### config.mk
export PLATFORM = sky130hd
export DESIGN_NAME = neuron_multilane
export DESIGN_NICKNAME = d
export VERILOG_FILES = /design/src/rtl/neuron_multilane.sv
export SDC_FILE = /design/constraint.sdc
export NUM_CORES = 1
export LEC_CHECK = 0
export CORE_UTILIZATION = 45
export CTS_BUF_LIST = sky130_fd_sc_hd__clkbuf_4
export CTS_CLUSTER_DIAMETER = 30
export DETAILED_ROUTE_END_ITERATION = 12
export PLACE_DENSITY = 0.64
export SETUP_SLACK_MARGIN = 0.15
export SLEW_MARGIN = 10
export SYNTH_ARGS = -nofsm -noshare
export SYNTH_HDL_FRONTEND = slang
export SYNTH_SLANG_ARGS = --single-unit
export TNS_END_PERCENT = 1
### constraint.sdc
create_clock -name CLK -period 8.4 [get_ports CLK]
set_input_delay 0.84 -clock CLK [delete_from_list [all_inputs] [get_ports CLK]]
set_output_delay 0.84 -clock CLK [all_outputs]
set_load 0.1 [all_outputs]
### src/rtl/neuron_multilane.sv
// neuron_multilane: multi-lane fixed-point neuron, act(sum(x_i*w_i) + bias), with a valid/ready output
module neuron_multilane #(
  parameter int NUM_INPUTS = 4,
  parameter int NUM_LANES  = 2,
  parameter int WIDTH      = 8,
  parameter int FRAC_BITS  = 5,
  parameter int SATURATE   = 1
) (
  input  logic                          CLK,
  input  logic                          RSTN,
  input  logic [NUM_INPUTS*WIDTH-1:0]   WEIGHTS,
  input  logic signed [WIDTH-1:0]       BIAS,
  input  logic [1:0]                    ACT_MODE,
  input  logic [NUM_LANES*WIDTH-1:0]    VALUE_IN,
  input  logic                          VALID_IN,
  output logic                          READY,
  output logic signed [WIDTH-1:0]       VALUE_OUT,
  output logic                          VALID_OUT,
  input  logic                          OUT_READY,
  output logic                          OVERFLOW,
  output logic                          BUSY
);
  localparam int NB    = NUM_INPUTS / NUM_LANES;
  localparam int CW    = NB > 1 ? $clog2(NB) : 1;
  localparam int MW    = 2 * WIDTH;
  localparam int PW    = 2 * WIDTH - FRAC_BITS;
  localparam int ACC_W = PW + $clog2(NUM_INPUTS) + 1;
  localparam int SW    = ACC_W + 1;
  localparam logic signed [SW-1:0]    MAXV = SW'((1 << (WIDTH - 1)) - 1);
  localparam logic signed [SW-1:0]    MINV = ~MAXV;
  localparam logic signed [WIDTH-1:0] MAXN = WIDTH'((1 << (WIDTH - 1)) - 1);
  localparam logic signed [WIDTH-1:0] MINN = ~MAXN;
  localparam logic signed [WIDTH-1:0] ONE  = WIDTH'(1 << FRAC_BITS);
  localparam logic signed [WIDTH-1:0] ZERO = '0;

  typedef enum logic [2:0] {IDLE, ACCUM, DRAIN, FINAL, ACT, OUT} state_t;

  state_t                   state;
  logic [CW-1:0]            cnt;
  logic [1:0]               dcnt, mode;
  logic signed [MW-1:0]     prod [NUM_LANES];
  logic signed [PW-1:0]     p [NUM_LANES];
  logic                     pv, take, hi, lo;
  logic signed [ACC_W-1:0]  acc, lsum;
  logic signed [SW-1:0]     s;
  logic signed [WIDTH-1:0]  nar, leak, act;

  assign take = VALID_IN & READY;

  always_comb begin
    for (int l = 0; l < NUM_LANES; l++)
      prod[l] = MW'($signed(VALUE_IN[l*WIDTH +: WIDTH])) *
                MW'($signed(WEIGHTS[(int'(cnt) * NUM_LANES + l) * WIDTH +: WIDTH]));
  end

  always_comb begin
    lsum = '0;
    for (int l = 0; l < NUM_LANES; l++)
      lsum = lsum + ACC_W'(p[l]);
  end

  assign s    = SW'(acc) + SW'(BIAS);
  assign hi   = s > MAXV;
  assign lo   = s < MINV;
  assign leak = nar >>> 3;
  assign act  = (mode == 2'd0) ? nar :
                nar[WIDTH-1] ? ((mode == 2'd3) ? leak : ZERO) :
                (mode == 2'd2 && nar > ONE) ? ONE : nar;

  always_ff @(posedge CLK) begin
    if (!RSTN) begin
      state     <= IDLE;
      READY     <= 1'b1;
      VALID_OUT <= 1'b0;
      VALUE_OUT <= '0;
      OVERFLOW  <= 1'b0;
      BUSY      <= 1'b0;
      acc       <= '0;
      cnt       <= '0;
      dcnt      <= '0;
      pv        <= 1'b0;
      mode      <= '0;
      nar       <= '0;
    end else begin
      pv <= take;
      if (take)
        for (int l = 0; l < NUM_LANES; l++)
          p[l] <= PW'(prod[l] >>> FRAC_BITS);
      if (take && state == IDLE) begin
        acc      <= '0;
        mode     <= ACT_MODE;
        OVERFLOW <= 1'b0;
      end else if (pv)
        acc <= acc + lsum;
      case (state)
        IDLE, ACCUM: if (take) begin
          BUSY <= 1'b1;
          if (cnt == CW'(NB - 1)) begin
            state <= DRAIN;
            cnt   <= '0;
            READY <= 1'b0;
          end else begin
            state <= ACCUM;
            cnt   <= cnt + 1'b1;
          end
        end
        // Flush the product and accumulate stages, padded so the result appears five edges after the last beat
        DRAIN: begin
          dcnt <= dcnt + 1'b1;
          if (dcnt == 2'd2) begin
            dcnt  <= '0;
            state <= FINAL;
          end
        end
        FINAL: begin
          nar      <= (SATURATE != 0 && hi) ? MAXN : (SATURATE != 0 && lo) ? MINN : s[WIDTH-1:0];
          OVERFLOW <= hi | lo;
          state    <= ACT;
        end
        ACT: begin
          VALUE_OUT <= act;
          VALID_OUT <= 1'b1;
          state     <= OUT;
        end
        OUT: if (OUT_READY) begin
          VALID_OUT <= 1'b0;
          READY     <= 1'b1;
          BUSY      <= 1'b0;
          state     <= IDLE;
        end
        default: state <= IDLE;
      endcase
    end
  end
endmodule

==> notes.md, run 1 <==
From the run reports.

- The number of violations of the max-capacitance limit is 0.
- The most area-hungry cell type in the Yosys netlist is sky130_fd_sc_hd__fa_1.
- In this run the remaining antenna-violating nets after routing total 0.
- The net switching component of the power is ~2.1 mW.
- The type of the setup path with the least slack is reg -> reg.
- The maximum clock insertion buffer count is 2.
- After detailed routing, the met3 layer carries between 300 and 400 microns of wire.
- The critical hold path startpoint is VALUE_OUT[7].
- In this run, the synthesized area fraction spent on AND-OR/OR-AND gates is recorded as roughly 11%.
- The quantity of I/O buffers inserted on ports is ~73.
- The highest clock rate reads roughly 170 MHz.
- The worst hold path depth reads 2.
- Among the non-sequential cells, adder cells take the most area.
- The register area reads 1521 sq um.
- The worst slack after detailed placement is roughly 2100 ps.
- Counting the buffers created by CTS gives 9.
- The final estimated routing congestion in global placement is 0.8774.
- The total internal power is about 2.2 mW.
- The top cell types in the final layout, fill and taps aside, are sky130_fd_sc_hd__inv_1, sky130_fd_sc_hd__fa_1, sky130_fd_sc_hd__ha_1.
- The sequential-to-total area share from yosys stat reads ~17%.
- The count of non-CTS buffers in the layout reads ~76.
- The post-CTS setup-driven buffer insertion count is 0.
- There are approximately 65 flip-flops and latches.
- For the combinational group, total power comes out at 3.47 mW.
- The met2 routed wirelength is roughly 8200 microns.
- The clock drives approximately 65 sinks.
- The first-pass GRT wire length is 29,930 microns.
- The worst-margin pin slew is roughly 960 ps.
- The final-layout non-clock buffer area share reads under 10%.
- The number of global-route vias before repair is 6,511.
- The summed standard-cell area reported by yosys is 8959 sq um.
- The parity-gate share of the synthesized area counting xor and xnor cells is ~4.8%.
- The most repeated library cell on the critical path is sky130_fd_sc_hd__inv_1.
- The proportion of register bits with asynchronous set or reset after synthesis reads 0%.
- The layout report lists the clock-cell share of area as 1.360%.
- The average instance in the mapped netlist occupies roughly 9.2 sq um.
- Summing over the stages, the warning tally comes to 26.
- The number of logic inverters in the finished layout reads between 150 and 200.
- The total power draw reads approximately 4.3 mW.
- The endpoint arrival time on the critical path is around 6200 ps.
- Measured against the total synthesized area, the mux share comes to 3.366%.
- The layout net count is ~1,300.
- Yosys attributes the largest share of cell area to sky130_fd_sc_hd__fa_1, sky130_fd_sc_hd__ha_1, sky130_fd_sc_hd__dfxtp_1.
- The synthesized netlist cell count is 977.
- The TritonCTS clock tree reads built.
- The count of yosys warnings during synthesis is 0.
- The count of TritonRoute iterations in the first routing pass is 6.
- The logic area is between 6000 and 7000 sq um.
- The area fraction of the dominant cell type after synthesis is 27.49%.
- The flow ran to the end, and the final reports show no timing, DRC or antenna violations.
- The iteration-0 DRC count of the detailed router reads approximately 290.
- sky130_fd_sc_hd__inv_1 is the most common cell in the netlist.
- The power consumed by sequential cells reads between 0.6 and 0.7 mW.
- The max-slew check reports its worst relative slack as ~36%.
- The count of state elements after synthesis reads ~65.
- Counting tap cells, the placed design contains a total of ~1,300 instances.
- The critical path goes through buf_4, mux2i_1, inv_1, fa_1, inv_1, fa_1, inv_1, fa_1, inv_1, fa_1, inv_1, ha_1, o21ai_0, a21boi_0, o21ai_0, a21boi_0, o21ai_0, nor2b_1, o311ai_0.
- The worst reg2reg path endpoint reads p[0][20].
- The sum of buffers and inverters on the critical path is 6.
- The final number of setup-violating endpoints reads 0.
- In the final layout, the registers with the most flip-flops are p x22, acc x14.
- The number of tap cells inserted reads ~270.
- The startpoint of the most critical register-to-register path reads cnt.
- The setup TNS reads 0 ps.
- The number of enable flip-flop cells is 22.
- The main power-consuming group is combinational logic.
- The cell family contributing the most delay on the critical path is adder cells.
- The relative contribution of sequential cells to total power is roughly 15%.
- The leakage power is ~4.6 nW.
- The largest register by flop count is p.
- The CTS clock-pin slew for the worst setup and hold paths reads approximately 120 ps.
- The final hold violation count is 0.
- The clock period minus final worst setup slack reads 6030 ps.
- The area overhead of the layout relative to synthesis reads 12.96%.
- The multi-input logic cell count reads between 700 and 800.
- The most critical setup path has its startpoint at cnt.
- The hold path endpoint reads VALUE_OUT[7].
- The number of levels the H-tree was split into reads 3.
- The total congestion overflow reads 0.
- The average wire per cell in the routed design reads between 10 and 15 microns.
- Routing resource usage on met2 recorded by global route was between 30% and 40%.
- The class of the most critical hold timing path reads reg -> reg.
- The capturing element type of the critical path reads a register.
- The core utilization before placement is about 46%.
- The share of total power in combinational logic reads 80.0%.
- The simple-gate share of the synthesized area is between 15 and 20%.
- The maximum vdd drop reads 234.8 uV.
- The total standard cell area after synthesis reads ~9000 sq um.
- The mean number of vias per cell reads slightly below 5.
- The worst setup path is launched from a register.
- The clock root buffer is sky130_fd_sc_hd__clkbuf_4.
- The largest net degree at the start of global routing is 32.
- The uppermost layer routed reads met4.
- The number of fillers in the final layout reads between 1,500 and 2,000.
- The final antenna diode count is 0.
- Among logic cells in the layout, the one with the most instances is sky130_fd_sc_hd__inv_1.
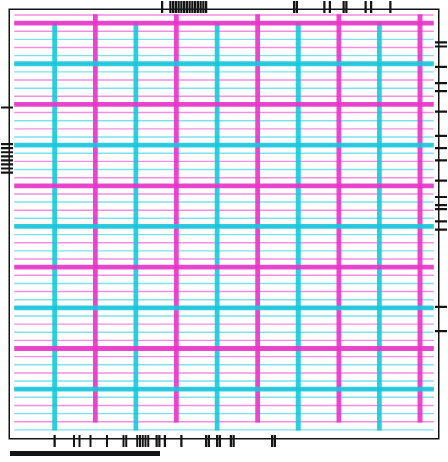
**Above:** run 1 (supply network).
The bar under the picture is 50 microns long. Pins as bars on the die edge.
| color | net |
|---|---|
| cyan | VSS |
| magenta | VDD |
signal pins: 74
met1 rails: 52
y dimension of the die: 143.1 microns
standard cell core area: 19,460 sq um
width of the die: 143.1 microns

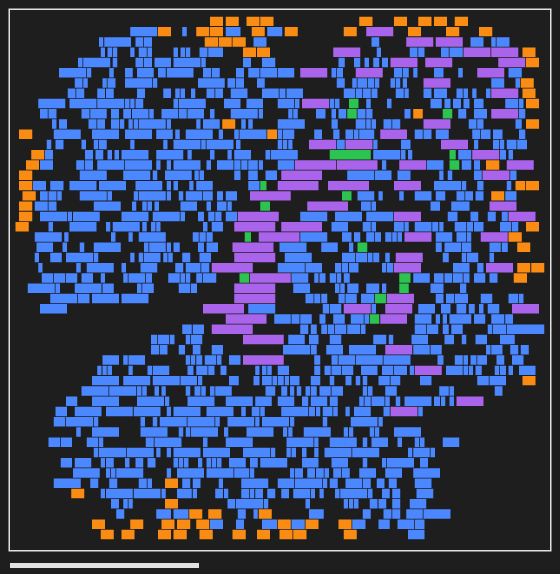
**Above:** run 1 (cells colored by class).
The bar under the picture is 50 microns long.
| color | class | cells | share of their area |
|---|---|---|---|
| purple | flops | 65 | 16% |
| blue | all other logic | 896 | 75% |
| orange | other buffers and delay cells | 76 | 7.7% |
| green | clock drivers and dummy loads | 16 | 1.4% |
number of standard-cell rows in the floorplan: 51
share of cell area taken by flip-flops and latches: 15.03%
Finished Cell Area: 10,120 sq um
final core utilization: 52.00%

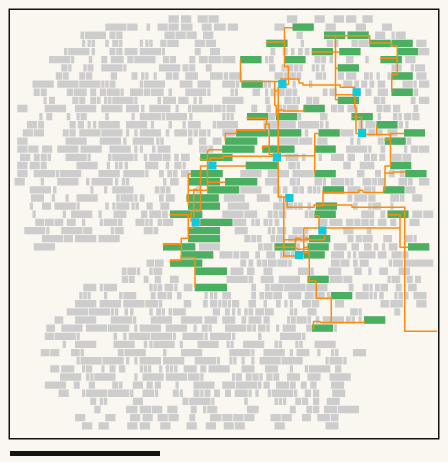
**Above:** run 1 (routed clock nets over the placement).
The bar under the picture is 50 microns long.
[cyan] cells driving clock nets | count: 9
[orange] clock wires | length: 869 microns
[green] flip-flops | count: 65
routed clock nets: 10
clock latency on the worst-skew pair: 420 ps
final setup skew: 16.04 ps
reported clock group power: 0.212 mW
share of power burned in the clock network: 4.9%

--- run 2 (diff from run 1) ---
==> constraint.sdc (replaced) <==
create_clock -name CLK -period 5.9 [get_ports CLK]
set_input_delay 0.59 -clock CLK [delete_from_list [all_inputs] [get_ports CLK]]
set_output_delay 0.59 -clock CLK [all_outputs]
set_load 0.1 [all_outputs]
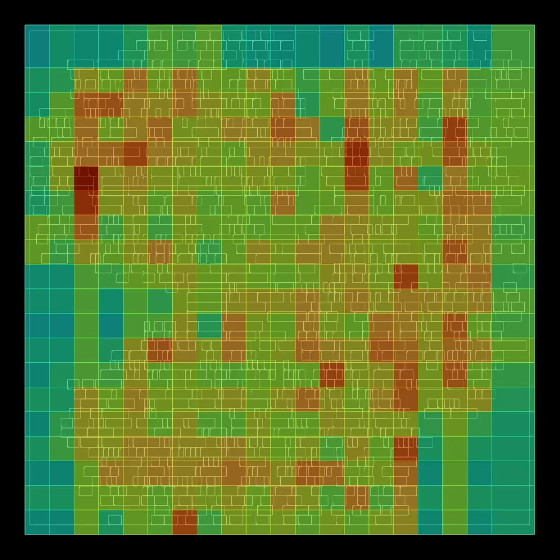
**Above:** run 2 (routing congestion).
busiest metal layer after global routing: met2
total global-route track usage: 18.33%
final core utilization: 52.84%
met3 Use GR: 2.079%
met1 layer usage reported by global route: 25.19%

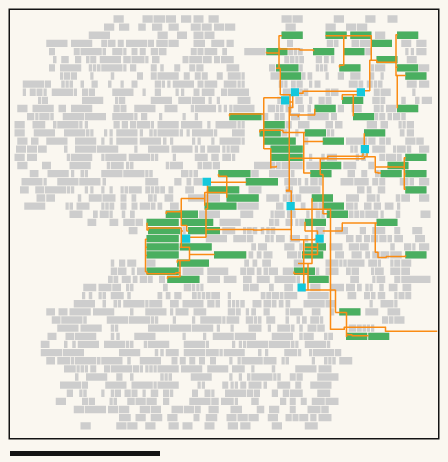
**Above:** run 2 (routed clock nets over the placement).
The bar under the picture is 50 microns long.
[green] flip-flops | count: 65
[cyan] cells driving clock nets | count: 9
[orange] clock wires | length: 892 microns
routed clock nets: 10
final setup skew: 10.72 ps
share of power burned in the clock network: 4.8%
reported clock group power: 0.302 mW

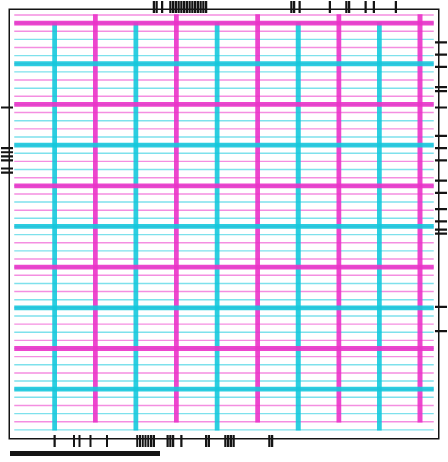
**Above:** run 2 (supply network).
The bar under the picture is 50 microns long. Pins as bars on the die edge.
| color | net |
|---|---|
| cyan | VSS |
| magenta | VDD |
met5 straps: 10
met1 rails: 52
met4 straps: 10
rows: 51
maximum vdd ir drop: 391.8 uV

==> notes.md, run 2 <==
From the run reports.

- Status: complete, no violations (unchanged).
- The register area is 1523 sq um (was 1521 sq um).
- The area fraction in compound gates after synthesis is 11.37% (unchanged).
- The latest clock arrival within the worst-skew pair came to 420 ps (about the same).
- The largest register by flop count reads p (unchanged).
- The number of levels the H-tree was split into was 3 (unchanged).
- The horizontal extent of the die reads 143.1 microns (unchanged).
- The multi-input logic cell count is 714 (unchanged).
- The largest net degree at the start of global routing came to 32 (unchanged).
- The met2 routed wirelength was 8352 microns (was 8204 microns).
- The largest family of logic cells by area was adder cells (unchanged).
- Most numerous logic cells after layout: sky130_fd_sc_hd__inv_1, sky130_fd_sc_hd__fa_1, sky130_fd_sc_hd__ha_1 (unchanged).
- The total standard cell area after synthesis is 8959 sq um (unchanged).
- The type of the setup path with the least slack is reg -> reg (unchanged).
- The share of final layout cell area taken by clock buffers and inverters reads 1.338% (was 1.360%).
- The synthesized netlist cell count reads 977 (unchanged).
- The number of enable flip-flop cells is 22 (unchanged).
- The worst-margin pin slew reads 960.5 ps (was 959.3 ps).
- The relative contribution of sequential cells to total power reads 14.9% (was 15.1%).
- The count of sequential standard cells is 65 (unchanged).
- Registers with the most flip-flops: p x22, acc x14 (unchanged).
- The number of sinks handled by clock tree synthesis was 65 (unchanged).
- The floorplan die height reads 143.1 microns (unchanged).
- The sum of buffers and inverters on the critical path reads 5 (was 6).
- The mean instance size in the synthesized netlist was 9.169 sq um (unchanged).
- The area of the core region was 19,460 sq um (unchanged).
- The final antenna diode count came to 0 (unchanged).
- The total power draw is 6.269 mW (was 4.342 mW).
- The total congestion overflow reads 0 (unchanged).
- The main power-consuming group is combinational logic (unchanged).
- The CTS clock-pin slew for the worst setup and hold paths reads 120 ps (about the same).
- The proportion of register bits with asynchronous set or reset after synthesis was 0% (unchanged).
- The number of nets with antenna violations after detailed routing came to 0 (unchanged).
- The post-CTS setup-driven buffer insertion count reads 0 (unchanged).
- The power consumed by sequential cells is 0.934 mW (was 0.655 mW).
- The hold path endpoint was VALUE_OUT[7] (unchanged).
- The clock period minus final worst setup slack is 5473 ps (was 6030 ps).
- The quantity of I/O buffers inserted on ports is 73 (unchanged).
- The final estimated routing congestion in global placement came to 0.8036 (was 0.8774).
- The area overhead of the layout relative to synthesis reads 14.79% (was 12.96%).
- The class of the most critical hold timing path was reg -> reg (unchanged).
- The number of tap cells inserted is 265 (unchanged).
- The TritonCTS buffer count reads 9 (unchanged).
- The final number of setup-violating endpoints reads 0 (unchanged).
- The capturing element type of the critical path is a register (unchanged).
- The core utilization before placement came to 46.03% (unchanged).
- The number of OpenROAD warnings reads 26 (unchanged).
- The average wire per cell in the routed design was 12.87 microns (was 12.97 microns).
- The cell family contributing the most delay on the critical path reads adder cells (unchanged).
- Critical path, cell by cell: buf_4, mux2_2, and2_1, fa_1, inv_1, fa_1, inv_1, fa_1, inv_1, fa_1, inv_1, ha_1, a21oi_1, o21ai_0, a211oi_1, o21ai_0, a31o_2, a21oi_1, xnor2_1 (was buf_4, mux2i_1, inv_1, fa_1, inv_1, fa_1, inv_1, fa_1, inv_1, fa_1, inv_1, ha_1, o21ai_0, a21boi_0, o21ai_0, a21boi_0, o21ai_0, nor2b_1, o311ai_0).
- The number of violations of the max-capacitance limit is 0 (unchanged).
- The most area-hungry cell type in the Yosys netlist is sky130_fd_sc_hd__fa_1 (unchanged).
- Largest cells by area: sky130_fd_sc_hd__fa_1, sky130_fd_sc_hd__ha_1, sky130_fd_sc_hd__dfxtp_1 (unchanged).
- The mean number of vias per cell reads 5.012 (was 4.944).
- The highest clock rate was 182.7 MHz (was 165.8 MHz).
- The final-layout non-clock buffer area share is 8.906% (was 7.443%).
- The count of non-CTS buffers in the layout is 96 (was 76).
- The logic area is 6693 sq um (unchanged).
- The number of logic inverters in the finished layout was 182 (unchanged).
- The first-pass GRT wire length reads 30,130 microns (was 29,930 microns).
- The count of TritonRoute iterations in the first routing pass came to 5 (was 6).
- The power drawn by the combinational cells is 5.03 mW (was 3.47 mW).
- The most frequent logic cell in the layout is sky130_fd_sc_hd__inv_1 (unchanged).
- The worst reg2reg path endpoint was p[0][21] (was p[0][20]).
- The clock root buffer is sky130_fd_sc_hd__clkbuf_4 (unchanged).
- The total internal power is 3.229 mW (was 2.238 mW).
- The net switching component of the power is 3.040 mW (was 2.104 mW).
- The uppermost layer routed is met4 (unchanged).
- The leakage power is 4.751 nW (was 4.647 nW).
- The flop share of the area is 14.81% (was 15.03%).
- The most used standard cell by instance count after synthesis reads sky130_fd_sc_hd__inv_1 (unchanged).
- The startpoint of the most critical register-to-register path was cnt (unchanged).
- The share of total power in combinational logic reads 80.3% (was 80.0%).
- The count of state elements after synthesis is 65 (unchanged).
- The TritonCTS clock tree reads built (unchanged).
- The final hold violation count is 0 (unchanged).
- The summed standard-cell area reported by yosys is 8959 sq um (unchanged).
- The iteration-0 DRC count of the detailed router reads 256 (was 290).
- The layout net count reads 1,333 (was 1,313).
- The worst slew margin relative to its limit reads 35.76% (was 35.85%).
- The parity-gate share of the synthesized area counting xor and xnor cells came to 4.791% (unchanged).
- The routed length on met3 is 450 microns (was 375 microns).
--- run 3 (diff from run 2) ---
--- a/config.mk
+++ b/config.mk
@@ -5,11 +5,11 @@
 export SDC_FILE = /design/constraint.sdc
 export NUM_CORES = 1
 export LEC_CHECK = 0
-export CORE_UTILIZATION = 45
+export CORE_UTILIZATION = 62
 export CTS_BUF_LIST = sky130_fd_sc_hd__clkbuf_4
-export CTS_CLUSTER_DIAMETER = 30
+export CTS_CLUSTER_DIAMETER = 60
 export DETAILED_ROUTE_END_ITERATION = 12
-export PLACE_DENSITY = 0.64
+export PLACE_DENSITY = 0.84
 export SETUP_SLACK_MARGIN = 0.15
 export SLEW_MARGIN = 10
 export SYNTH_ARGS = -nofsm -noshare
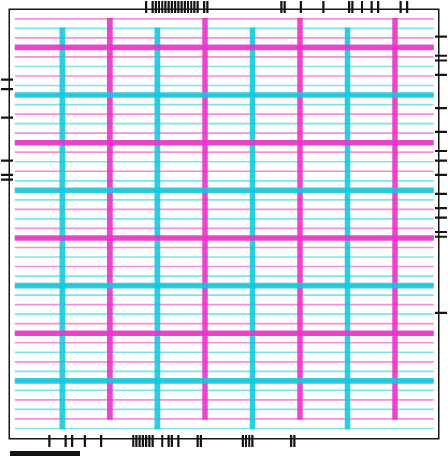
**Above:** run 3 (supply network).
The bar under the picture is 20 microns long. Pins as bars on the die edge.
| color | net |
|---|---|
| cyan | VSS |
| magenta | VDD |
signal pins: 74
met5 straps: 8
maximum vdd ir drop: 700.6 uV
standard cell core area: 13,990 sq um
width of the die: 122.2 microns

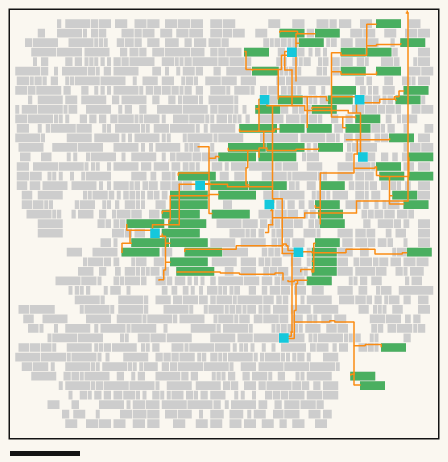
**Above:** run 3 (routed clock nets over the placement).
The bar under the picture is 20 microns long.
[cyan] cells driving clock nets | count: 9
[green] flip-flops | count: 65
[orange] clock wires | length: 947 microns
routed clock nets: 10
final setup skew: 27.24 ps
share of power burned in the clock network: 5.6%
clock latency on the worst-skew pair: 440 ps
reported clock group power: 0.361 mW

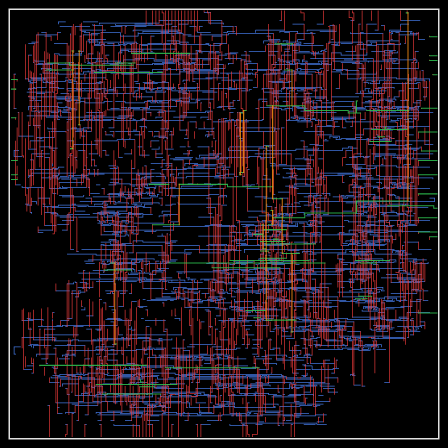
**Above:** run 3 (signal wires by layer).
| color | layer | wire length |
|---|---|---|
| green | met3 | 599 microns |
| red | met2 | 8,880 microns |
| orange | met4 | 308 microns |
| blue | met1 | 7,730 microns |
final WL: 17,520 microns
total global-route track usage: 25.11%
Routed wire per std cell: 14.05 microns
Via Count: 6,739

==> notes.md, run 3 <==
From the run reports.

- The relative contribution of sequential cells to total power reads 14.6% (was 14.9%).
- The most area-hungry cell type in the Yosys netlist is sky130_fd_sc_hd__fa_1 (unchanged).
- The layout net count came to 1,326 (was 1,333).
- The highest clock rate was 181.8 MHz (was 182.7 MHz).
- The share of final layout cell area taken by clock buffers and inverters came to 1.638% (was 1.338%).
- The maximum clock insertion buffer count reads 2 (unchanged).
- Status: complete, no violations (unchanged).
- The number of sinks handled by clock tree synthesis reads 65 (unchanged).
- The simple-gate share of the synthesized area is 16.52% (unchanged).
- The final estimated routing congestion in global placement is 0.8612 (was 0.8036).
- The total congestion overflow is 0 (unchanged).
- The CTS clock-pin slew for the worst setup and hold paths is 130 ps (was 120 ps).
- The end-of-flow core utilization reads 72.64% (was 52.84%).
- The number of enable flip-flop cells reads 22 (unchanged).
- The final number of setup-violating endpoints is 0 (unchanged).
- The net switching component of the power came to 3.114 mW (was 3.040 mW).
- The largest net degree at the start of global routing came to 32 (unchanged).
- The number of global-route vias before repair is 6,747 (was 6,532).
- The critical hold path startpoint was VALUE_OUT[7] (unchanged).
- The worst slew margin relative to its limit came to 35.45% (was 35.76%).
- The endpoint arrival time on the critical path is 5710 ps (was 5650 ps).
- The post-CTS setup-driven buffer insertion count is 0 (unchanged).
- The synthesized netlist cell count reads 977 (unchanged).
- The layer with the highest usage after global routing reads met2 (unchanged).
- The power drawn by the combinational cells reads 5.12 mW (was 5.03 mW).
- The number of placed instances, taps included reads 1,230 (was 1,322).
- The number of nets with antenna violations after detailed routing came to 0 (unchanged).
- The power consumed by sequential cells reads 0.938 mW (was 0.934 mW).
- The area fraction in compound gates after synthesis is 11.37% (unchanged).
- The cell family contributing the most delay on the critical path is adder cells (unchanged).
- Critical path, cell by cell: buf_4, mux2_2, and2_1, fa_1, inv_1, fa_1, inv_1, fa_1, inv_1, fa_1, inv_1, ha_1, o21ai_0, a21boi_1, o21ai_0, a21boi_0, o21ai_0, nor2b_1, o311ai_0 (was buf_4, mux2_2, and2_1, fa_1, inv_1, fa_1, inv_1, fa_1, inv_1, fa_1, inv_1, ha_1, a21oi_1, o21ai_0, a211oi_1, o21ai_0, a31o_2, a21oi_1, xnor2_1).
- The count of sequential standard cells is 65 (unchanged).
- The logic area reads 6698 sq um (was 6693 sq um).
- The met3 track demand over resource is 3.043% (was 2.079%).
- The main power-consuming group reads combinational logic (unchanged).
- The final hold violation count is 0 (unchanged).
- The capturing element type of the critical path is a register (unchanged).
- The mean instance size in the synthesized netlist reads 9.169 sq um (unchanged).
- The largest family of logic cells by area is adder cells (unchanged).
- The mean number of vias per cell was 5.404 (was 5.012).
- The area overhead of the layout relative to synthesis reads 13.42% (was 14.79%).
- The count of state elements after synthesis reads 65 (unchanged).
- The sequential-to-total area share from yosys stat was 16.98% (unchanged).
- The final antenna diode count is 1 (was 0).
- The global-route met1 utilization is 32.25% (was 25.19%).
- The number of violations of the max-capacitance limit came to 0 (unchanged).
- The clock period minus final worst setup slack reads 5501 ps (was 5473 ps).
- The element type at the critical path start is a register (unchanged).
- The number of logic inverters in the finished layout is 182 (unchanged).
- The type of the setup path with the least slack was reg -> reg (unchanged).
- The clock root buffer is sky130_fd_sc_hd__clkbuf_4 (unchanged).
- The routed length on met3 was 599 microns (was 450 microns).
- The total power draw was 6.415 mW (was 6.269 mW).
- The area fraction of the dominant cell type after synthesis reads 27.49% (unchanged).
- The site row count is 43 (was 51).
- The most frequent logic cell in the layout is sky130_fd_sc_hd__inv_1 (unchanged).
- The count of yosys warnings during synthesis reads 0 (unchanged).
- The total internal power reads 3.302 mW (was 3.229 mW).
- The count of non-CTS buffers in the layout is 89 (was 96).
- The class of the most critical hold timing path reads reg -> reg (unchanged).
- The mux contribution to synthesized area reads 3.366% (unchanged).
- Most numerous logic cells after layout: sky130_fd_sc_hd__inv_1, sky130_fd_sc_hd__fa_1, sky130_fd_sc_hd__ha_1 (unchanged).
- The total standard cell area after synthesis reads 8959 sq um (unchanged).
- The first element of the critical path is cnt (unchanged).
- The count of TritonRoute iterations in the first routing pass is 5 (unchanged).
- Registers with the most flip-flops: p x22, acc x14 (unchanged).
- The global routing met2 resource utilization is 44.17% (was 31.19%).
- The final-layout non-clock buffer area share was 8.496% (was 8.906%).
- The quantity of I/O buffers inserted on ports is 73 (unchanged).
- The register area reads 1523 sq um (unchanged).
- The TritonCTS buffer count is 9 (unchanged).
- The most used standard cell by instance count after synthesis is sky130_fd_sc_hd__inv_1 (unchanged).
- The iteration-0 DRC count of the detailed router reads 324 (was 256).
- The setup TNS is 0 ps (unchanged).
- The number of levels the H-tree was split into is 3 (unchanged).
- The TritonCTS clock tree is built (unchanged).
- The worst reg2reg path endpoint is p[0][20] (was p[0][21]).
- The final instance area came to 10,160 sq um (was 10,280 sq um).
- The met2 routed wirelength is 8882 microns (was 8352 microns).
Power and IR drop assume default switching activity.
